===== src/rtl/ha_pkg.sv =====
// Shared definitions for the half-adder bank: default sizes and the one-bit
// half-add function that full-adder blocks also build on.
package ha_pkg;

    localparam int HA_WIDTH = 1;
    localparam int HA_CNT_W = 8;

    typedef struct packed {
        logic c;
        logic s;
    } ha_res_t;

    function automatic ha_res_t ha_add(input logic a, input logic b);
        ha_res_t r;
        r.s = a ^ b;
        r.c = a & b;
        return r;
    endfunction

endpackage


===== src/rtl/ha_bit.sv =====
// One-bit combinational half-adder cell; no clock, no state.
module ha_bit
    import ha_pkg::*;
(
    input  logic a,
    input  logic b,
    output logic s,
    output logic c
);

    ha_res_t res;

    assign res = ha_add(a, b);
    assign s   = res.s;
    assign c   = res.c;

endmodule


===== src/rtl/ha.sv =====
// Bank of independent half-adder lanes with a zero-latency output, a registered
// copy qualified by out_valid, and a saturating count of captured carries.
module ha
    import ha_pkg::*;
#(
    parameter int WIDTH = HA_WIDTH,
    parameter int CNT_W = HA_CNT_W
) (
    input  logic             clk,
    input  logic             rst,
    input  logic [WIDTH-1:0] A,
    input  logic [WIDTH-1:0] B,
    input  logic             in_valid,
    output logic [WIDTH-1:0] S,
    output logic [WIDTH-1:0] Cout,
    output logic [WIDTH-1:0] S_q,
    output logic [WIDTH-1:0] Cout_q,
    output logic             out_valid,
    output logic [CNT_W-1:0] carry_cnt
);

    for (genvar i = 0; i < WIDTH; i++) begin : g_lane
        ha_bit u_bit (
            .a (A[i]),
            .b (B[i]),
            .s (S[i]),
            .c (Cout[i])
        );
    end

    logic [WIDTH-1:0] sum_q,   sum_d;
    logic [WIDTH-1:0] carry_q, carry_d;
    logic             valid_q, valid_d;
    logic [CNT_W-1:0] cnt_q,   cnt_d;

    always_comb begin
        // NOTE: every signal gets a default first so no path leaves it unassigned and no latch is inferred.
        sum_d   = sum_q;
        carry_d = carry_q;
        valid_d = in_valid;
        cnt_d   = cnt_q;
        if (in_valid) begin
            sum_d   = S;
            carry_d = Cout;
            if ((|Cout) && (cnt_q != {CNT_W{1'b1}})) begin
                cnt_d = cnt_q + CNT_W'(1);
            end
        end
    end

    always_ff @(posedge clk) begin
        // NOTE: non-blocking assignments so every register samples pre-edge values together.
        if (rst) begin
            sum_q   <= '0;
            carry_q <= '0;
            valid_q <= 1'b0;
            cnt_q   <= '0;
        end else begin
            sum_q   <= sum_d;
            carry_q <= carry_d;
            valid_q <= valid_d;
            cnt_q   <= cnt_d;
        end
    end

    assign S_q       = sum_q;
    assign Cout_q    = carry_q;
    assign out_valid = valid_q;
    assign carry_cnt = cnt_q;

endmodule


===== config.mk =====
export PLATFORM = sky130hd
export DESIGN_NAME = ha
export DESIGN_NICKNAME = d
export VERILOG_FILES = /design/src/rtl/ha_pkg.sv /design/src/rtl/ha_bit.sv /design/src/rtl/ha.sv
export SDC_FILE = /design/constraint.sdc
export NUM_CORES = 1
export LEC_CHECK = 0
export CORE_AREA = 2 2 39 41
export CTS_BUF_LIST = sky130_fd_sc_hd__clkbuf_4 sky130_fd_sc_hd__clkbuf_8
export DETAILED_ROUTE_END_ITERATION = 12
export DIE_AREA = 0 0 41 43
export HOLD_SLACK_MARGIN = 0.1
export PLACE_DENSITY = 0.69
export SLEW_MARGIN = 40
export SYNTH_ARGS = -nofsm -noshare
export SYNTH_HDL_FRONTEND = slang
export SYNTH_SLANG_ARGS = --single-unit

===== constraint.sdc =====
create_clock -name clk -period 1.85 [get_ports clk]
set_input_delay 0.185 -clock clk [delete_from_list [all_inputs] [get_ports clk]]
set_output_delay 0.185 -clock clk [all_outputs]
set_load 0.02 [all_outputs]

==> flow_summary.toml, run 1 <==
# generated from flow reports
[placement]
dp.final_hpwl_um = 724.5
gp_congestion = 0.7312
place_area_um2 = 695.7

[route]
met2_length_um = 404

[layout]
buffers = 18
syn_to_final_growth_pct = 44.64
nNonClkInverters = 0

[run_status]
status = "finished, final reports clean"

[clock_tree]
numCtsBuffers = 3

[logic_synthesis]
synthAoiAreaFrac_pct = 18.45
simple_gate_share_pct = 26.18
top_logic_kind = "simple AND/OR/NAND/NOR gates"

[worst_setup_path]
r2r_slack_ns = 0.33
crit_start = "A"
path_buffers = 2

[final_timing]
hold_slack_ns = 0.4717
finalCritPeriodShare_pct = 91.24
hold_viol = 0

[grt]
grt_usage_pct = 14.40

[power]
vdd_drop_max_v = 0.0003714
total_power_mw = 0.4836

[floorplan]
die_h_um = 43
die_w_um = 41
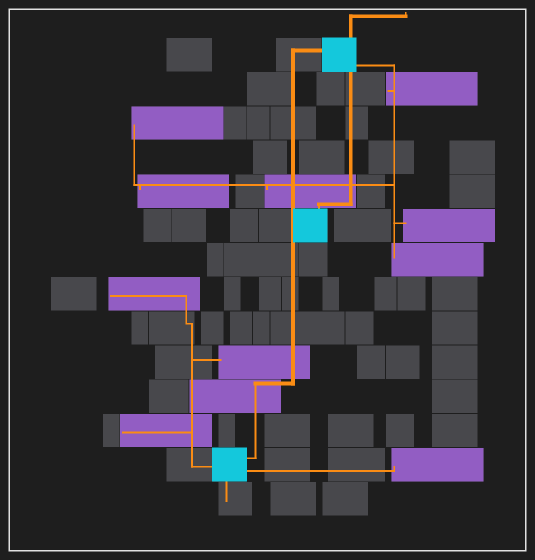
*Clock distribution, run 1*
[orange] clock wires | length: 162 um
[purple] flip-flops | count: 11
[cyan] clock-net drivers | count: 3
routed clock nets: 4
clk_lat worst skew: 0.27 ns
Clock Skew: 0.002336 ns
Clock Power Share: 37.0%
Clock group: 0.179 mW

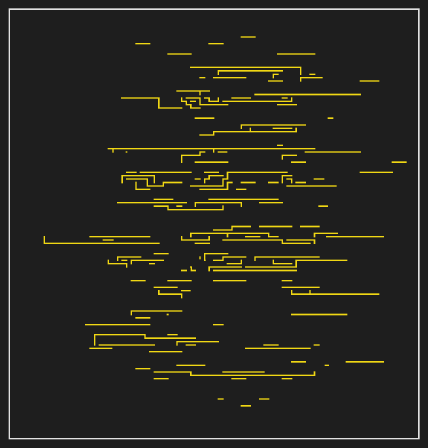
*The metal 1 layer, run 1*
share of all routed wire: 48%
nets with wire on the layer: 70
main direction: horizontal
longest straight run: 20.7 um
grt met1 use: 21.43%
routed vias: 454
total wire length: 968 um

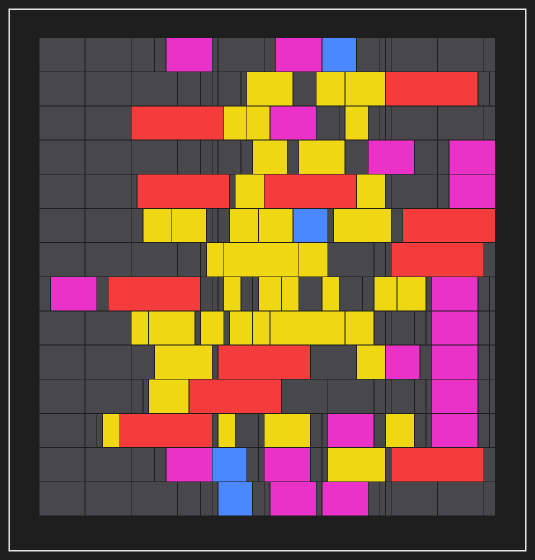
*Cells coloured by class, run 1*
Fill, decap, tap and diode cells in grey.
[yellow] remaining logic cells | cells: 39
[red] registers | cells: 11
[magenta] remaining buffers and delay cells | cells: 18
[blue] clock drivers and dummy loads | cells: 4
Core Util, Final: 52.44%
fin area: 725.7 um^2
core area: 1384 um^2

==> run 2: changes to the inputs <==
REMOVE_ABC_BUFFERS = 1   (was unset)
SKIP_LAST_GASP = 1   (was unset)
==> flow_summary.toml, run 2 <==
# generated from flow reports
[route]
wirelength_um = 999
vias = 460
wl_met3_um = 39

[worst_setup_path]
path_buffers = 2
r2r_slack_ns = 0.35
crit_start = "B"

[layout]
final_util_pct = 52.44
buffers = 18
nNonClkInverters = 0

[run_status]
status = "finished, final reports clean"

[grt]
grt_usage_pct = 12.37

[clock_tree]
numCtsBuffers = 3
insertion_delay_ns = 0.27

[final_timing]
maxSlewHeadroom_pct = 70.87
hold_slack_ns = 0.4711
finalCritPeriodShare_pct = 90.97
hold_viol = 0
skew_ns = 0.001989

[min_path]
worst_hold_path.endpoint = "Cout_q"

[power]
total_power_mw = 0.4834
pwr-share-clk_pct = 37.0
vdd_drop_max_v = 0.0002733
powerClk_mw = 0.179

[placement]
gp_congestion = 0.7121
dp.final_hpwl_um = 721.1

[floorplan]
die_h_um = 43
core_area_um2 = 1384

[logic_synthesis]
simple_gate_share_pct = 26.18
top_logic_kind = "simple AND/OR/NAND/NOR gates"
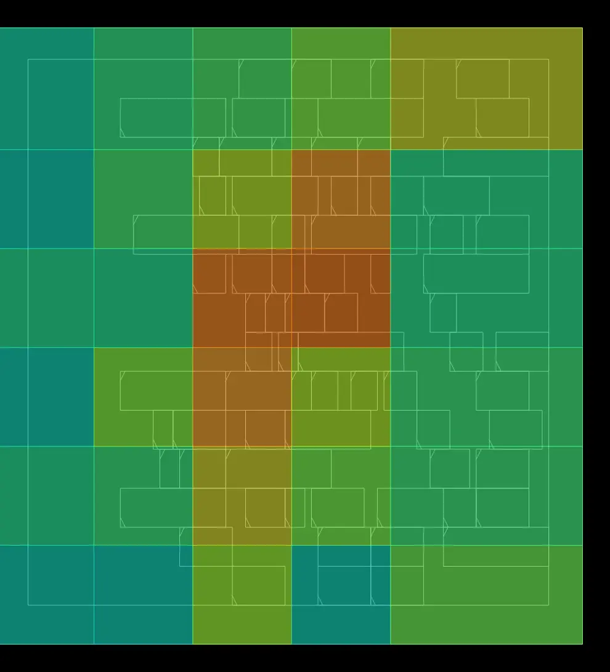
*Congestion heat map, run 2*
grt met1 use: 15.86%
met2 Usage GRT: 16.56%
post-DR wirelength/cell: 11.35 um
Global Route met3 Usage: 3.141%

Power figures rest on the tool's default switching activity, not on a simulated workload.
